==> config.mk <==
export PLATFORM = sky130hd
export DESIGN_NAME = display_read_arbiter
export DESIGN_NICKNAME = d
export VERILOG_FILES = /design/src/rtl/display_read_arbiter.sv
export SDC_FILE = /design/constraint.sdc
export NUM_CORES = 1
export LEC_CHECK = 0
export CORE_ASPECT_RATIO = 0.8
export CORE_UTILIZATION = 44
export DETAILED_ROUTE_END_ITERATION = 10
export PLACE_DENSITY = 0.91
export SLEW_MARGIN = 20
export SYNTH_ARGS = -nofsm -noshare
export SYNTH_HDL_FRONTEND = slang
export SYNTH_SLANG_ARGS = --single-unit
export TNS_END_PERCENT = 1
==> constraint.sdc <==
create_clock -name clock -period 4 [get_ports clock]
set_input_delay 0.8 -clock clock [delete_from_list [all_inputs] [get_ports clock]]
set_output_delay 0.8 -clock clock [all_outputs]
set_load 0.02 [all_outputs]
==> src/rtl/display_read_arbiter.sv <==
// display_read_arbiter
// Shares the memMux back-door read port between the display DMA (requester 0)
// and a second bulk reader (requester 1). Only one cache-line read is granted
// at a time. The owner of each in-flight read is kept in a tag FIFO, and each
// returning RDready beat is steered to the requester that issued the read.
//
// Build option: define DRA_STARVE_GUARD_EN to add the requester-1 starve
// counter. When requester 1 has waited MAX_WAIT cycles, it is given a forced
// grant. Without the macro there is no starve counter, and requester 1 is
// served only when dReadReq is low or during vertical front porch.
module display_read_arbiter #(
    parameter int BEATS    = 2,
    parameter int DEPTH    = 16,
    parameter int MAX_WAIT = 64
) (
    input  logic        clock,
    input  logic        reset,
    input  logic        verticalFP,
    input  logic [25:0] dRA,
    input  logic        dReadReq,
    output logic        dReadAck,
    output logic        dRDready,
    input  logic [25:0] cRA,
    input  logic        cReadReq,
    output logic        cReadAck,
    output logic        cRDready,
    output logic [25:0] RA,
    output logic        readReq,
    input  logic        readAck,
    input  logic        RDready,
    output logic        orphan
);

    localparam int PW = (DEPTH > 1) ? $clog2(DEPTH) : 1;
    localparam int CW = $clog2(DEPTH) + 1;
    localparam int BW = (BEATS > 1) ? $clog2(BEATS) : 1;

    // Elaboration-time sanity on the configuration.
    if (DEPTH < 2 || (DEPTH & (DEPTH - 1)) != 0 || BEATS < 1 || MAX_WAIT < 1) begin : g_bad_params
        $error("display_read_arbiter: DEPTH must be a power of 2 >= 2, BEATS and MAX_WAIT >= 1");
    end

    typedef enum logic [1:0] {
        IDLE = 2'd0,
        GNT0 = 2'd1,
        GNT1 = 2'd2
    } state_t;

    state_t           state_q, state_d;
    logic [DEPTH-1:0] tag_q;
    logic [PW-1:0]    wr_ptr_q, rd_ptr_q;
    logic [CW-1:0]    count_q, count_d;
    logic [BW-1:0]    beat_q, beat_d;
    logic             orphan_q, orphan_d;

    logic             push, push_tag, pop;
    logic             full, have_tag, head, last_beat;
    logic             force_c;

    assign full     = (count_q == CW'(DEPTH));
    assign have_tag = (count_q != '0);
    assign head     = tag_q[rd_ptr_q];

`ifdef DRA_STARVE_GUARD_EN
    localparam int SW = $clog2(MAX_WAIT + 1);

    logic [SW-1:0] starve_q, starve_d;

    // Count how long requester 1 has been kept waiting; saturates at MAX_WAIT.
    always_comb begin
        starve_d = starve_q;
        if (!cReadReq || cReadAck) begin
            starve_d = '0;
        end else if (state_q != GNT1 && starve_q != SW'(MAX_WAIT)) begin
            starve_d = starve_q + SW'(1);
        end
    end

    // Starve counter register.
    always_ff @(posedge clock or posedge reset) begin
        if (reset) begin
            starve_q <= '0;
        end else begin
            starve_q <= starve_d;
        end
    end

    assign force_c = (starve_q == SW'(MAX_WAIT)) && cReadReq;
`else
    assign force_c = 1'b0;
`endif

    // Arbitration FSM: pick an owner in IDLE, drive the memMux port in GNTn.
    always_comb begin
        state_d  = state_q;
        readReq  = 1'b0;
        RA       = '0;
        dReadAck = 1'b0;
        cReadAck = 1'b0;
        push     = 1'b0;
        push_tag = 1'b0;
        case (state_q)
            IDLE: begin
                if (!full) begin
                    if (force_c) begin
                        state_d = GNT1;
                    end else if (verticalFP && cReadReq) begin
                        state_d = GNT1;
                    end else if (dReadReq) begin
                        state_d = GNT0;
                    end else if (cReadReq) begin
                        state_d = GNT1;
                    end
                end
            end
            GNT0: begin
                readReq = dReadReq;
                RA      = dRA;
                if (!dReadReq) begin
                    // Requester withdrew before the ack, so no read is outstanding.
                    state_d = IDLE;
                end else if (readAck) begin
                    dReadAck = 1'b1;
                    push     = 1'b1;
                    push_tag = 1'b0;
                    state_d  = IDLE;
                end
            end
            GNT1: begin
                readReq = cReadReq;
                RA      = cRA;
                if (!cReadReq) begin
                    state_d = IDLE;
                end else if (readAck) begin
                    cReadAck = 1'b1;
                    push     = 1'b1;
                    push_tag = 1'b1;
                    state_d  = IDLE;
                end
            end
            default: state_d = IDLE;
        endcase
    end

    // FSM state register.
    always_ff @(posedge clock or posedge reset) begin
        if (reset) begin
            state_q <= IDLE;
        end else begin
            state_q <= state_d;
        end
    end

    // Route returning beats to the owner of the head tag.
    assign dRDready  = RDready & have_tag & ~head;
    assign cRDready  = RDready & have_tag & head;
    assign last_beat = RDready & have_tag & (beat_q == BW'(BEATS - 1));
    assign pop       = last_beat;

    // Beat counter, tag occupancy and sticky orphan flag.
    always_comb begin
        beat_d   = beat_q;
        count_d  = count_q;
        orphan_d = orphan_q;
        if (RDready && have_tag) begin
            beat_d = last_beat ? '0 : beat_q + BW'(1);
        end
        if (RDready && !have_tag) begin
            // A beat with no owner is dropped; the beat counter is left alone.
            orphan_d = 1'b1;
        end
        case ({push, pop})
            2'b10:   count_d = count_q + CW'(1);
            2'b01:   count_d = count_q - CW'(1);
            default: count_d = count_q;
        endcase
    end

    // Tag FIFO storage, pointers and counters.
    always_ff @(posedge clock or posedge reset) begin
        if (reset) begin
            tag_q    <= '0;
            wr_ptr_q <= '0;
            rd_ptr_q <= '0;
            count_q  <= '0;
            beat_q   <= '0;
            orphan_q <= 1'b0;
        end else begin
            if (push) begin
                tag_q[wr_ptr_q] <= push_tag;
                wr_ptr_q        <= wr_ptr_q + PW'(1);
            end
            if (pop) begin
                rd_ptr_q <= rd_ptr_q + PW'(1);
            end
            count_q  <= count_d;
            beat_q   <= beat_d;
            orphan_q <= orphan_d;
        end
    end

    assign orphan = orphan_q;

endmodule

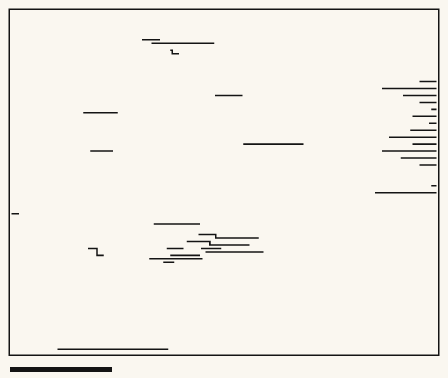
(met3 routing)
Bar = 20 µm.
nets with wire on the layer: 30
longest straight run: 21.4 µm

==> results_dict.tcl <==
# implementation run metrics
set metrics [dict create \
    fp_util 0.464 \
    cp_cell_sequence "mux4_2 -> mux2i_1 -> mux2_2 -> and2_1 -> clkdlybuf4s50_1" \
    whs_ns 0.470 \
    power.density_nw_per_um2 597 \
    slowest_delay_ns 0.62 \
    hold_viol 0 \
    dp_hpwl_um 4870 \
    critPathBufInv 1 \
    hold_path_class "register to register" \
    syn-instance-count 235 \
    die_area_um2 5640 \
    grt_max_degree 34 \
    cts_tree "yes" \
    syn_to_final_growth_pct 43.2 \
    finalClockPeriodUsage 0.827 \
    dp.cells 374 \
    post_cts_buffers 0 \
    place_area_um2 3290 \
    cts_buffers 5 \
    flop_cell "dfrtp_1" \
    flop_area_um2 826 \
    layout.nets 391 \
    io_pins 91 \
    grt_pass1_wl_um 9800 \
    clk_pin_slew_ns 0.06 \
    slowest_stage "clkdlybuf4s50_1" \
    edf_count 0 \
    gr-usage-all-layers 0.220 \
    die_h_um 67.4 \
    drt_first_iter_violations 116 \
    instances_no_fill 382 \
    grt_pass1_vias 1920 \
    ir_worst_vdd_mv 0.322 \
    period_minus_slack_ns 3.31 \
    fmax_mhz 302 \
    clk_path_buf_depth 2 \
    ys_seq_frac 0.351 \
    fin_setup_tns_ns 0 \
    relSlewSlack 0.723 \
    synth_area_um2 2350 \
    ant_nets 0 \
    wl_per_cell_um 17.0 \
    tool_warnings 33 \
    vias_per_cell 5.57 \
    setup_viol 0 \
    path_delay_family "multiplexers" \
    fill_cells 385 \
    power.total_mw 2.01 \
    drive_above_1_share 0.131 \
    fp_nets 307 \
    cts-root-buf "clkbuf_8" \
    num_rows 23 \
    rrSetupSlack_ns 0.94 \
    crit_fanout 7 \
    fin_area_um2 3370 \
    rsz0062_at_grt "no" \
    slew_violations 0 \
    fin_ws_ns 0.694 \
    hold_buffers 0 \
    syn_area_per_cell_um2 10.0 \
    antenna_found_initial 0 \
    num_vias 2127 \
    port-buffer-count 90 \
    ys_chip_area_um2 2350 \
    required_ns 3.20 \
    die_w_um 83.7 \
    status "finished clean" \
    yosysUniqueCellTypes 46 \
    synth_stat.cells 235 \
    cap_violations 0 \
    cts-resized-gates 0 \
    core_area_um2 5060 \
    logic_area_um2 1390 \
    routabilityCongestion 0.897 \
    clock_latency_ns 0.27 \
    cp-start-kind "register" \
    critPathKind "register to output port" \
    ctsHtreeMaxLevel 2 \
    skew_ns 0.00312 \
    synth_warnings 0 \
    cts_sinks 33 \
    end_kind "output port" \
    ys.flops 33 \
    place_ws_ns 0.455 \
    antenna_cells 0 \
]
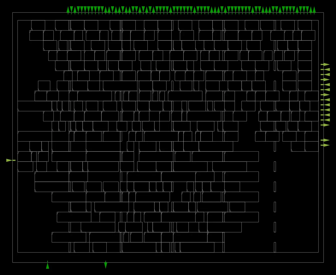
(cell placement)
post-layout util: 0.665
Tap Count: 62

[power breakdown]
| group | leakage, nW | switching [mW] | total [mW] | internal, mW |
|---|---|---|---|---|
| clock | 0.0395 | 0.114 | 0.238 | 0.124 |
| sequential | 0.427 | 0.141 | 0.567 | 0.427 |
| combinational | 0.903 | 0.616 | 1.21 | 0.589 |
[synthesized netlist by cell type, types with 2 or more instances]
cell	number	area, µm²
nand3_1	15	75.1
nor2b_1	29	181
nand4_1	5	31.3
inv_1	10	37.5
a21o_1	2	15.0
and3_1	2	12.5
mux4_2	4	90.1
a22oi_1	27	203
dfrtp_1	33	826
xor2_1	5	43.8
and3b_1	2	17.5
buf_2	7	35.0
nor4b_1	2	17.5
mux2_2	18	203
o21ai_2	2	17.5
mux2i_1	2	20.0
xnor2_1	6	52.6
ha_1	13	163
nor2_1	6	22.5
nand2_1	6	22.5
buf_1	4	15.0
o21ai_0	4	20.0
a21oi_1	2	10.0
clkbuf_1	7	26.3
[cells by family after synthesis]
| logic type | after synthesis | share of synthesized area |
|---|---|---|
| AOI/OAI and AO/OA | 46 | 0.148 |
| xor gates and xnor gates | 11 | 0.0410 |
| adders and majority gates | 13 | 0.0692 |
| buffers and inverters | 30 | 0.0564 |
| DFF | 33 | 0.351 |
| muxes | 25 | 0.139 |
| and+or+nand+nor | 77 | 0.194 |
[state kept, by name, indices dropped and copies added (netlist names)]
| register | count |
|---|---|
| orphan | 1 |
| count_q | 5 |
| state_q | 2 |
| wr_ptr_q | 4 |
| rd_ptr_q | 4 |
| tag_q | 16 |
| beat_q | 1 |
[area by class of cell]
class                      count  area share
clock buffer                   8      0.0238
timing repair buffer          97       0.283
multi-input combinational    172       0.414
inverter                      10      0.0111
tap                           62      0.0230
sequential                    33       0.245
[layer usage]
| layer | share of wire | wire length, µm | up-vias | track usage |
|---|---|---|---|---|
| met3 | 0.034 | 219 | 2 | 0.0342 |
| met1 | 0.45 | 2890 | 1054 | 0.308 |
| met4 | 0.0029 | 19 | 0 | 0.0403 |
| met2 | 0.52 | 3350 | 52 | 0.369 |
| met5 | 0 | 0 | - | 0 |
| li1 | - | - | 1019 | - |
[worst paths after layout]
kind | start | to | cells past startpoint
worst max-delay path | rd_ptr_q[1] | dRDready | 5
min in group asynchronous | reset | tag_q[3] | 3
max in group asynchronous | reset | tag_q[9] | 3
worst min register to register | orphan | orphan | 1
worst min-delay path | orphan | orphan | 1
worst max register to register | count_q[1] | count_q[4] | 9
[layout by cell type (no fill, tap or decap), drive strengths merged, types with 2 or more instances in the layout]
master / netlist / layout
mux2: 19 / 19
clkdlybuf4s50: 0 / 90
a22oi: 27 / 27
nor2: 7 / 7
a21o: 2 / 2
nand4: 5 / 5
clkbuf: 7 / 8
o21ai: 6 / 6
mux2i: 2 / 2
a21oi: 2 / 2
mux4: 4 / 4
and3: 2 / 2
nor4b: 2 / 2
xnor2: 6 / 6
dfrtp: 33 / 33
and3b: 2 / 2
nand3: 15 / 15
ha: 13 / 13
nor2b: 29 / 29
inv: 10 / 10
nand2: 6 / 6
buf: 13 / 7
xor2: 5 / 5
Power is estimated from default activity; no workload was simulated.
